Figure 1. Signal wires on met3.
The bar under the picture is 20 µm long.
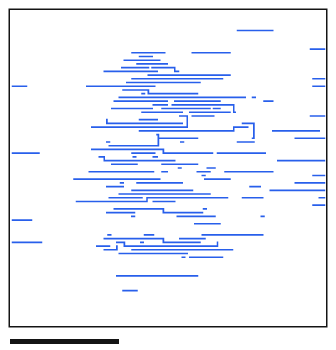
Figure 2. Cell outlines without signal wires.
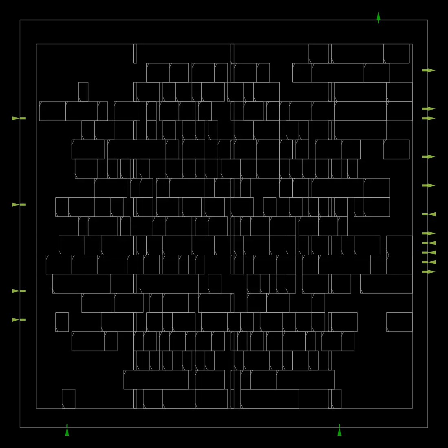
Figure 3. Clock distribution.
The bar under the picture is 20 µm long.
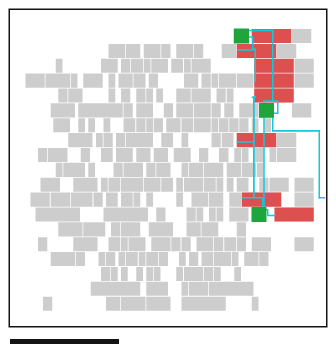
Figure 4. Metal layers overlaid.
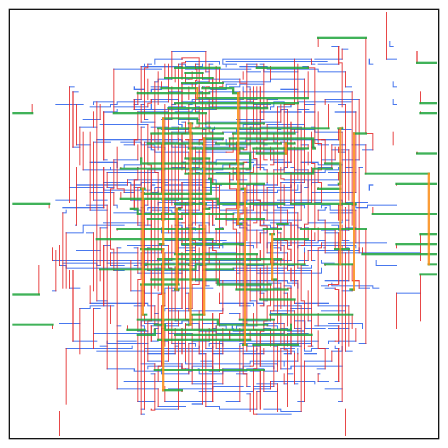
Figure 5. Wire density map.
The die is cut into 12 by 12 equal tiles; dark purple is low, yellow is high, scaled to the fullest tile. Values are wire area over tile area, all layers added.
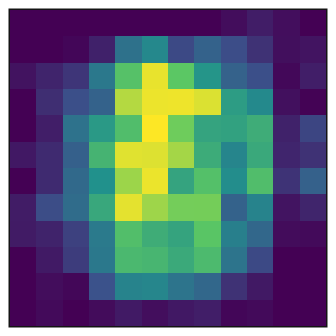
**src/rtl/eight_bit_exponential_decay_lookup.sv**
```systemverilog
// Registered exponential-decay ROM for the ADSR envelope: dout = round(255 * e^(-din/32)),
// available one clock after din is sampled.
module eight_bit_exponential_decay_lookup (
    input  logic       clk,
    input  logic       rst,
    input  logic [7:0] din,
    output logic [7:0] dout
);

    // Precomputed floor(255 * e^(-i/32) + 0.5); eight entries per row, row base index on the right.
    localparam logic [7:0] DECAY_ROM [256] = '{
        8'd255, 8'd247, 8'd240, 8'd232, 8'd225, 8'd218, 8'd211, 8'd205, //   0
        8'd199, 8'd192, 8'd187, 8'd181, 8'd175, 8'd170, 8'd165, 8'd160, //   8
        8'd155, 8'd150, 8'd145, 8'd141, 8'd136, 8'd132, 8'd128, 8'd124, //  16
        8'd120, 8'd117, 8'd113, 8'd110, 8'd106, 8'd103, 8'd100, 8'd97,  //  24
        8'd94,  8'd91,  8'd88,  8'd85,  8'd83,  8'd80,  8'd78,  8'd75,  //  32
        8'd73,  8'd71,  8'd69,  8'd67,  8'd64,  8'd62,  8'd61,  8'd59,  //  40
        8'd57,  8'd55,  8'd53,  8'd52,  8'd50,  8'd49,  8'd47,  8'd46,  //  48
        8'd44,  8'd43,  8'd42,  8'd40,  8'd39,  8'd38,  8'd37,  8'd36,  //  56
        8'd35,  8'd33,  8'd32,  8'd31,  8'd30,  8'd30,  8'd29,  8'd28,  //  64
        8'd27,  8'd26,  8'd25,  8'd24,  8'd24,  8'd23,  8'd22,  8'd22,  //  72
        8'd21,  8'd20,  8'd20,  8'd19,  8'd18,  8'd18,  8'd17,  8'd17,  //  80
        8'd16,  8'd16,  8'd15,  8'd15,  8'd14,  8'd14,  8'd14,  8'd13,  //  88
        8'd13,  8'd12,  8'd12,  8'd12,  8'd11,  8'd11,  8'd11,  8'd10,  //  96
        8'd10,  8'd10,  8'd9,   8'd9,   8'd9,   8'd8,   8'd8,   8'd8,   // 104
        8'd8,   8'd7,   8'd7,   8'd7,   8'd7,   8'd7,   8'd6,   8'd6,   // 112
        8'd6,   8'd6,   8'd6,   8'd5,   8'd5,   8'd5,   8'd5,   8'd5,   // 120
        8'd5,   8'd5,   8'd4,   8'd4,   8'd4,   8'd4,   8'd4,   8'd4,   // 128
        8'd4,   8'd4,   8'd3,   8'd3,   8'd3,   8'd3,   8'd3,   8'd3,   // 136
        8'd3,   8'd3,   8'd3,   8'd3,   8'd2,   8'd2,   8'd2,   8'd2,   // 144
        8'd2,   8'd2,   8'd2,   8'd2,   8'd2,   8'd2,   8'd2,   8'd2,   // 152
        8'd2,   8'd2,   8'd2,   8'd2,   8'd2,   8'd1,   8'd1,   8'd1,   // 160
        8'd1,   8'd1,   8'd1,   8'd1,   8'd1,   8'd1,   8'd1,   8'd1,   // 168
        8'd1,   8'd1,   8'd1,   8'd1,   8'd1,   8'd1,   8'd1,   8'd1,   // 176
        8'd1,   8'd1,   8'd1,   8'd1,   8'd1,   8'd1,   8'd1,   8'd1,   // 184
        8'd1,   8'd1,   8'd1,   8'd1,   8'd1,   8'd1,   8'd1,   8'd1,   // 192
        8'd0,   8'd0,   8'd0,   8'd0,   8'd0,   8'd0,   8'd0,   8'd0,   // 200
        8'd0,   8'd0,   8'd0,   8'd0,   8'd0,   8'd0,   8'd0,   8'd0,   // 208
        8'd0,   8'd0,   8'd0,   8'd0,   8'd0,   8'd0,   8'd0,   8'd0,   // 216
        8'd0,   8'd0,   8'd0,   8'd0,   8'd0,   8'd0,   8'd0,   8'd0,   // 224
        8'd0,   8'd0,   8'd0,   8'd0,   8'd0,   8'd0,   8'd0,   8'd0,   // 232
        8'd0,   8'd0,   8'd0,   8'd0,   8'd0,   8'd0,   8'd0,   8'd0,   // 240
        8'd0,   8'd0,   8'd0,   8'd0,   8'd0,   8'd0,   8'd0,   8'd0    // 248
    };

    logic [7:0] dout_d;
    // Power-up and reset value is full scale so a fresh envelope starts at the top of the curve.
    logic [7:0] dout_q = 8'd255;

    always_comb begin
        dout_d = DECAY_ROM[din];
    end

    always_ff @(posedge clk) begin
        if (!rst) begin
            dout_q <= 8'd255;
        end else begin
            dout_q <= dout_d;
        end
    end

    assign dout = dout_q;

endmodule

```
**config.mk**
```make
export PLATFORM = sky130hd
export DESIGN_NAME = eight_bit_exponential_decay_lookup
export DESIGN_NICKNAME = d
export VERILOG_FILES = /design/src/rtl/eight_bit_exponential_decay_lookup.sv
export SDC_FILE = /design/constraint.sdc
export NUM_CORES = 1
export LEC_CHECK = 0
export CORE_MARGIN = 2
export CORE_UTILIZATION = 51
export DETAILED_ROUTE_END_ITERATION = 7
export GPL_ROUTABILITY_DRIVEN = 0
export GPL_TIMING_DRIVEN = 0
export PLACE_DENSITY = 0.77
export SYNTH_ARGS = -nofsm -noshare
export SYNTH_HDL_FRONTEND = slang
export SYNTH_SLANG_ARGS = --single-unit
```
**constraint.sdc**
```tcl
create_clock -name clk -period 2.5 [get_ports clk]
set_input_delay 0.25 -clock clk [delete_from_list [all_inputs] [get_ports clk]]
set_output_delay 0.25 -clock clk [all_outputs]
set_load 0.02 [all_outputs]
```
==> impl_summary.log <==
[report] extracting results
[metrics] Post-Route M1 WL: 1.71 mm
[metrics] floorplan die height: 57.8 µm
[metrics] maximum fanout count along the critical path: 10
[metrics] met2 track utilization from global routing: 0.463
[metrics] number of placed I/O pins: 18
[metrics] Yosys warning count: 0
[metrics] most frequent cells in the layout: nand2_1, a21oi_1, nor2_1, clkdlybuf4s50_1, o21ai_0
[metrics] transition time at the pin with the least slew margin: 0.721 ns
[metrics] time the worst path needs with I/O delays and setup: 2.28 ns
[metrics] area fraction in and, or, nand and nor cells after synthesis: 0.174
[metrics] number of max-capacitance violations reported: 0
[metrics] horizontal die dimension: 57.8 µm
[metrics] EDFF count, synth: 0
[metrics] Syn Nets: 222
[metrics] number of global-route vias before repair: 1641
[metrics] outcome: finished, final reports clean
[metrics] met1 track demand over resource in global routing: 0.377
[metrics] # Cells Yosys: 201
[metrics] largest vdd supply drop: 0.000333 V
[metrics] top routing layer used: met4
-- Figure 1 (at the start) --
main direction = horizontal
share of all routed wire = 15%
nets with wire on the layer = 64

-- Figure 2 (at the start) --
Rows: 19
register fraction of the total cell area: 0.0940
fill cell instance count of the final layout: 260
core region area: 2760 µm²
sequential cell count: 8

-- Figure 3 (at the start) --
green -> clock-net drivers  # count 3
cyan -> clock wires  # length 121 µm
red -> flip-flops  # count 8
routed clock nets = 4

-- Figure 4 (at the start) --
orange -> M4  # wire length 214 µm
green -> M3  # wire length 713 µm
red -> M2  # wire length 2050 µm
blue -> M1  # wire length 1710 µm

-- Figure 5 (at the start) --
mean over tiles = 0.26
fullest tile = 0.81
nearly empty tiles = 19%
Final Routed Wirelength: 4.69 mm
routed length per placed instance: 18.8 µm
total routing resource utilization after global routing: 0.289
via count: 1788

==> kinds of logic after synthesis <==
logic type      after synthesis
compound gates               75
simple gates                 54
buf+inv                      34
mux                          18
fa+ha+maj                    11
flops                         8
xor+xnor                      1
==> area by class of cell <==
type,instances,share of cell area
plain buffers,21,0.0669
clock buffers,3,0.0132
inverters,12,0.0265
multi-input cells,159,0.694
flip-flops and latches,8,0.0940
well taps,31,0.0228
repair buffers,15,0.0823
==> worst max-delay path: cells and delay by family <==
| kind | cells | cell delay (ns) |
|---|---|---|
| buf+inv | 4 | 1.44 |
| compound gates | 5 | 0.80 |
==> synthesized netlist by cell type (3+ instances only) <==
master	count	area, µm²
nor2_1	13	48.8
nor2b_1	5	31.3
ha_1	11	138
nor3_1	5	25.0
dfxtp_1	8	160
o22a_1	3	26.3
a311oi_1	3	26.3
a21oi_1	17	85.1
mux4_2	5	113
o21ai_0	11	55.1
a311o_1	3	30.0
inv_1	10	37.5
buf_2	9	45.0
mux2_2	3	33.8
o311ai_0	3	26.3
mux2i_1	10	100
a211oi_1	8	60.1
nand2b_1	5	31.3
nand2_1	17	63.8
a31oi_1	5	31.3
clkbuf_1	11	41.3
nand3_1	4	20.0
==> per-stage QoR <==
step | worst slack, ns | utilization
2_1_floorplan | 0.0211 | -
3_3_place_gp | -0.891 | 0.604
3_5_place_dp | -0.956 | 0.604
4_1_cts | 0.0492 | 0.619
5_1_grt | 0.0674 | 0.618
6_report | 0.217 | 0.618
==> where the power goes <==
part	switching (mW)	internal, mW	total [mW]	leakage, nW
clock network	0.0447	0.0550	0.0997	0.0138
registers	0.00234	0.140	0.142	0.0674
logic	0.179	0.131	0.310	0.589
==> final timing paths <==
check	from	to	slack, ns	cells after the start
max	din[2]	dout[2]	0.22	9
min	din[5]	dout[1]	0.57	4
Power figures rest on the tool's default switching activity, not on a simulated workload.
